### config.mk
export PLATFORM = sky130hd
export DESIGN_NAME = multicycle_ctrl
export DESIGN_NICKNAME = d
export VERILOG_FILES = /design/src/rtl/multicycle_ctrl.sv
export SDC_FILE = /design/constraint.sdc
export NUM_CORES = 1
export LEC_CHECK = 0
export CAP_MARGIN = 20
export CORE_UTILIZATION = 39
export DETAILED_ROUTE_END_ITERATION = 12
export PLACE_DENSITY = 0.92
export SYNTH_ARGS = -nofsm -noshare
export SYNTH_HDL_FRONTEND = slang
export SYNTH_SLANG_ARGS = --single-unit
### constraint.sdc
create_clock -name clk -period 2.35 [get_ports clk]
set_input_delay 0.47 -clock clk [delete_from_list [all_inputs] [get_ports clk]]
set_output_delay 0.47 -clock clk [all_outputs]
set_load 0.005 [all_outputs]
### src/rtl/multicycle_ctrl.sv
// Control FSM for a multi-cycle RV32I core sharing one memory port (ready handshake, timeout trap).
// Define MC_CTRL_JALR_EN to decode JALR; otherwise opcode 1100111 traps.
module multicycle_ctrl #(
    parameter int MEM_TIMEOUT = 15,
    parameter int CNT_W       = 4
) (
    input  logic        clk,
    input  logic        rst_n,
    input  logic [31:0] inst,
    input  logic        zero,
    input  logic        mem_ready,
    output logic        mem_req,
    output logic        mem_write,
    output logic        adr_src,
    output logic        ir_write,
    output logic        pc_write,
    output logic        reg_write,
    output logic [2:0]  imm_src,
    output logic [1:0]  alu_src_a,
    output logic [1:0]  alu_src_b,
    output logic [2:0]  alu_op,
    output logic [1:0]  result_src,
    output logic [3:0]  state,
    output logic        trap,
    output logic        timeout
);

    // Debug encoding seen on the state port.
    typedef enum logic [3:0] {
        ST_FETCH   = 4'd0,  ST_DECODE  = 4'd1,  ST_MEMADR  = 4'd2,
        ST_MEMREAD = 4'd3,  ST_MEMWB   = 4'd4,  ST_MEMWRITE = 4'd5,
        ST_EXEC_R  = 4'd6,  ST_EXEC_I  = 4'd7,  ST_ALUWB   = 4'd8,
        ST_BEQ     = 4'd9,  ST_JAL     = 4'd10, ST_LUI     = 4'd11,
        ST_TRAP    = 4'd12, ST_JALR    = 4'd13, ST_JALR_PC = 4'd14
    } state_t;

    localparam logic [6:0] OP_LOAD  = 7'b0000011;
    localparam logic [6:0] OP_STORE = 7'b0100011;
    localparam logic [6:0] OP_R     = 7'b0110011;
    localparam logic [6:0] OP_I     = 7'b0010011;
    localparam logic [6:0] OP_BR    = 7'b1100011;
    localparam logic [6:0] OP_JAL   = 7'b1101111;
    localparam logic [6:0] OP_LUI   = 7'b0110111;
`ifdef MC_CTRL_JALR_EN
    localparam logic [6:0] OP_JALR  = 7'b1100111;
`endif

    localparam logic [2:0] IMM_I = 3'd0;
    localparam logic [2:0] IMM_S = 3'd1;
    localparam logic [2:0] IMM_B = 3'd2;
    localparam logic [2:0] IMM_J = 3'd3;
    localparam logic [2:0] IMM_U = 3'd4;

    // Counter value seen in the last permitted wait cycle.
    localparam logic [CNT_W-1:0] CNT_LAST = (MEM_TIMEOUT == 0) ? '0 : CNT_W'(MEM_TIMEOUT - 1);

    state_t           r_state;
    state_t           w_next;
    logic [CNT_W-1:0] r_cnt;
    logic             r_trap;
    logic             r_timeout;
    logic             w_to_hit;
    logic             w_timeout_trap;
    logic             w_wait;
    logic [6:0]       w_opc;
    logic             w_unused_inst;

    assign w_opc         = inst[6:0];
    assign w_unused_inst = ^inst[31:7];
    assign w_wait        = mem_req && !mem_ready;
    assign w_to_hit      = (MEM_TIMEOUT != 0) && !mem_ready && (r_cnt == CNT_LAST);

    // NOTE: state, counter and flags update with <= so every register sees pre-edge values.
    always_ff @(posedge clk) begin
        if (!rst_n) begin
            r_state   <= ST_FETCH;
            r_cnt     <= '0;
            r_trap    <= 1'b0;
            r_timeout <= 1'b0;
        end else begin
            r_state <= w_next;
            if (w_next != r_state)
                r_cnt <= '0;
            else if (w_wait)
                r_cnt <= r_cnt + CNT_W'(1);
            if (w_next == ST_TRAP)
                r_trap <= 1'b1;
            if (w_timeout_trap)
                r_timeout <= 1'b1;
        end
    end

    // NOTE: every output gets a default first, so no path leaves one unassigned (no latches).
    always_comb begin
        w_next         = r_state;
        w_timeout_trap = 1'b0;
        mem_req        = 1'b0;
        mem_write      = 1'b0;
        adr_src        = 1'b0;
        ir_write       = 1'b0;
        pc_write       = 1'b0;
        reg_write      = 1'b0;
        imm_src        = IMM_I;
        alu_src_a      = 2'd0;
        alu_src_b      = 2'd0;
        alu_op         = 3'd0;
        result_src     = 2'd0;
        if (rst_n) begin
            case (r_state)
                ST_FETCH: begin
                    mem_req    = 1'b1;
                    alu_src_b  = 2'd2;
                    result_src = 2'd2;
                    if (mem_ready) begin
                        ir_write = 1'b1;
                        pc_write = 1'b1;
                        w_next   = ST_DECODE;
                    end else if (w_to_hit) begin
                        w_next         = ST_TRAP;
                        w_timeout_trap = 1'b1;
                    end
                end
                ST_DECODE: begin
                    alu_src_a = 2'd1;
                    alu_src_b = 2'd1;
                    imm_src   = (w_opc == OP_JAL) ? IMM_J : IMM_B;
                    case (w_opc)
                        OP_LOAD, OP_STORE: w_next = ST_MEMADR;
                        OP_R:              w_next = ST_EXEC_R;
                        OP_I:              w_next = ST_EXEC_I;
                        OP_BR:             w_next = ST_BEQ;
                        OP_JAL:            w_next = ST_JAL;
                        OP_LUI:            w_next = ST_LUI;
`ifdef MC_CTRL_JALR_EN
                        OP_JALR:           w_next = ST_JALR;
`endif
                        default:           w_next = ST_TRAP;
                    endcase
                end
                ST_MEMADR: begin
                    alu_src_a = 2'd2;
                    alu_src_b = 2'd1;
                    imm_src   = (w_opc == OP_STORE) ? IMM_S : IMM_I;
                    w_next    = (w_opc == OP_STORE) ? ST_MEMWRITE : ST_MEMREAD;
                end
                ST_MEMREAD: begin
                    mem_req = 1'b1;
                    adr_src = 1'b1;
                    if (mem_ready) begin
                        w_next = ST_MEMWB;
                    end else if (w_to_hit) begin
                        w_next         = ST_TRAP;
                        w_timeout_trap = 1'b1;
                    end
                end
                ST_MEMWB: begin
                    reg_write  = 1'b1;
                    result_src = 2'd1;
                    w_next     = ST_FETCH;
                end
                ST_MEMWRITE: begin
                    mem_req   = 1'b1;
                    mem_write = 1'b1;
                    adr_src   = 1'b1;
                    if (mem_ready) begin
                        w_next = ST_FETCH;
                    end else if (w_to_hit) begin
                        w_next         = ST_TRAP;
                        w_timeout_trap = 1'b1;
                    end
                end
                ST_EXEC_R: begin
                    alu_src_a = 2'd2;
                    alu_op    = 3'd2;
                    w_next    = ST_ALUWB;
                end
                ST_EXEC_I: begin
                    alu_src_a = 2'd2;
                    alu_src_b = 2'd1;
                    alu_op    = 3'd3;
                    w_next    = ST_ALUWB;
                end
                ST_ALUWB: begin
                    reg_write = 1'b1;
                    w_next    = ST_FETCH;
                end
                ST_BEQ: begin
                    alu_src_a = 2'd2;
                    alu_op    = 3'd1;
                    pc_write  = zero;
                    w_next    = ST_FETCH;
                end
                ST_JAL: begin
                    pc_write  = 1'b1;
                    alu_src_a = 2'd1;
                    alu_src_b = 2'd2;
                    w_next    = ST_ALUWB;
                end
                ST_LUI: begin
                    imm_src    = IMM_U;
                    result_src = 2'd3;
                    reg_write  = 1'b1;
                    w_next     = ST_FETCH;
                end
                ST_TRAP: w_next = ST_TRAP;
`ifdef MC_CTRL_JALR_EN
                ST_JALR: begin
                    alu_src_a = 2'd2;
                    alu_src_b = 2'd1;
                    w_next    = ST_JALR_PC;
                end
                ST_JALR_PC: begin
                    pc_write  = 1'b1;
                    alu_src_a = 2'd1;
                    alu_src_b = 2'd2;
                    w_next    = ST_ALUWB;
                end
`endif
                default: w_next = ST_TRAP;
            endcase
        end
    end

    assign state   = r_state;
    assign trap    = r_trap;
    assign timeout = r_timeout;

endmodule

==> notes.md <==
Synthesis and PnR results.

- The run finished with clean final reports.
- In the final layout, flip-flops and latches occupy 213 sq um.
- In this run switching power makes up between 30% and 40% of total power.
- CTS built an H-tree with a depth of 1.
- The met3 routed wirelength reads 318 um.
- For the worst flop-to-flop path, the logic depth is 7.
- OpenSTA lists the critical path startpoint as inst[1].
- The routed metal-1 wire length is 1480 um.
- The number of distinct standard cells referenced by the synthesized netlist is 55.
- The final period utilization is 96.5%.
- The routed length per placed instance reads between 10 and 15 um.
- The post-route netlist has 29.1% of its cells at a drive strength greater than 1.
- The core area reads 0.00257 sq mm.
- The number of vias per cell after detailed routing is slightly below 6.
- The area of the synthesized netlist per yosys stat is 0.00110 sq mm.
- The clock insertion delay at the later pin of the skew report is 260 ps.
- The hold-fix buffer count after cts is 0.
- Of the total standard cell area in the layout, the sequential portion is a little under an eighth.
- Summing all non-filler instances in the final layout gives an area of 0.00181 sq mm.
- Per the OpenROAD timing report, the critical path contains 7 cells.
- Row generation in the floorplan step produced 18 rows.
- The number of inserted diodes reads 0.
- The post-route minimum period reads 2270 ps.
- The post-CTS resize count is 23.
- The non-clock buffer count in the final layout is 72.
- The worst hold margin reads 486 ps.
- The met1 track utilization from global routing reads 33.9%.
- The synthesized instance count reads 155.
- The category of the most critical setup path reads in -> reg.
- The maximum root-to-sink buffer count reads 2.
- Hold analysis shows the worst path with a depth of 2.
- The layout net count reads 260.
- The flop count reads 10.
- The net load switching power is 177 uW.
- The peak supply drop reads 0.304 mV.
- The width of the chip reads ~55 um.
- TritonCTS built the clock tree.
[worst reg2reg max path, delay by kind of cell (launching register included)]
| family | cells | cell delay (ps) |
|---|---|---|
| fa+ha+maj | 1 | 250 |
| compound gates | 1 | 500 |
| buf+inv | 1 | 60 |
| simple gates | 4 | 820 |
| flops | 1 | 390 |
[per-stage QoR]
stage               TNS, ps  util, %
detailed placement    -2440     65.1
CTS                       0     68.4
finish                    0     70.4
global placement      -1520     65.1
global route              0     70.4
floorplan                 0        -
[cells by family (layout without fill, tap and decap cells)]
group	count (synthesis)	count (layout)	synth area share, %
simple gates	85	85	46.5
compound gates	32	32	20.7
buf+inv	19	84	7.16
flops	10	10	18.2
xor+xnor	5	5	3.98
fa+ha+maj	2	2	2.27
other cells	1	1	0.341
mux	1	1	0.909
==> images/layer_met2.png <==
Scale: 6 px per um. Cells faint in the background.
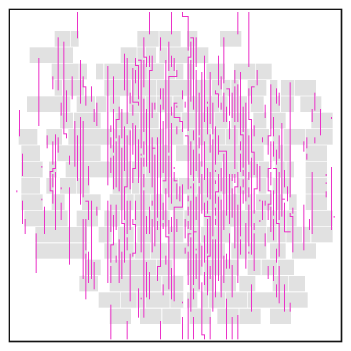
main direction = vertical
nets with wire on the layer = 205

==> images/power_grid.png <==
Scale: 8 px per um. Pins as bars on the die edge. Tap cells in grey.
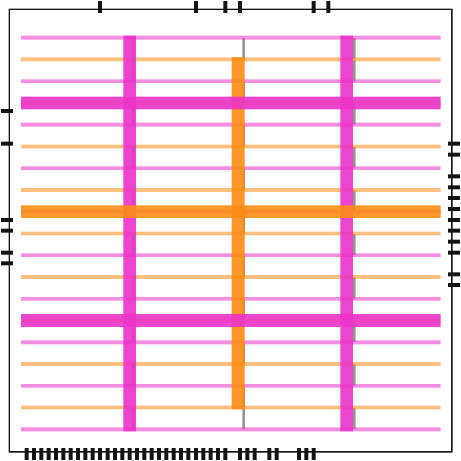
orange -> VDD
magenta -> VSS
met5 straps = 3
met4 straps = 3

==> images/io_placement.png <==
Scale: 8 px per um. Pins as bars across the die edge, other pins in grey.
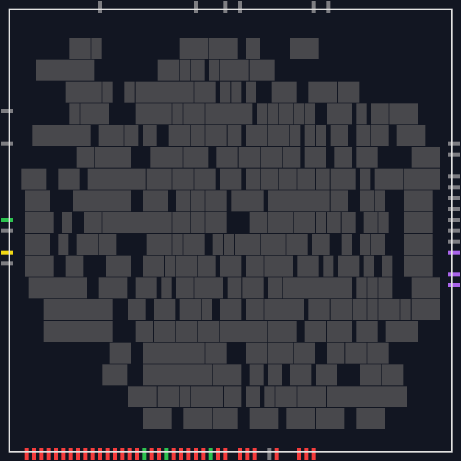
green -> state  # pins 4, direction output, edge 3 bottom, 1 left
yellow -> ir_write  # pins 1, direction output, edge left
red -> inst  # pins 32, direction input, edge bottom
purple -> imm_src  # pins 3, direction output, edge right

Power is estimated from default activity; no workload was simulated.
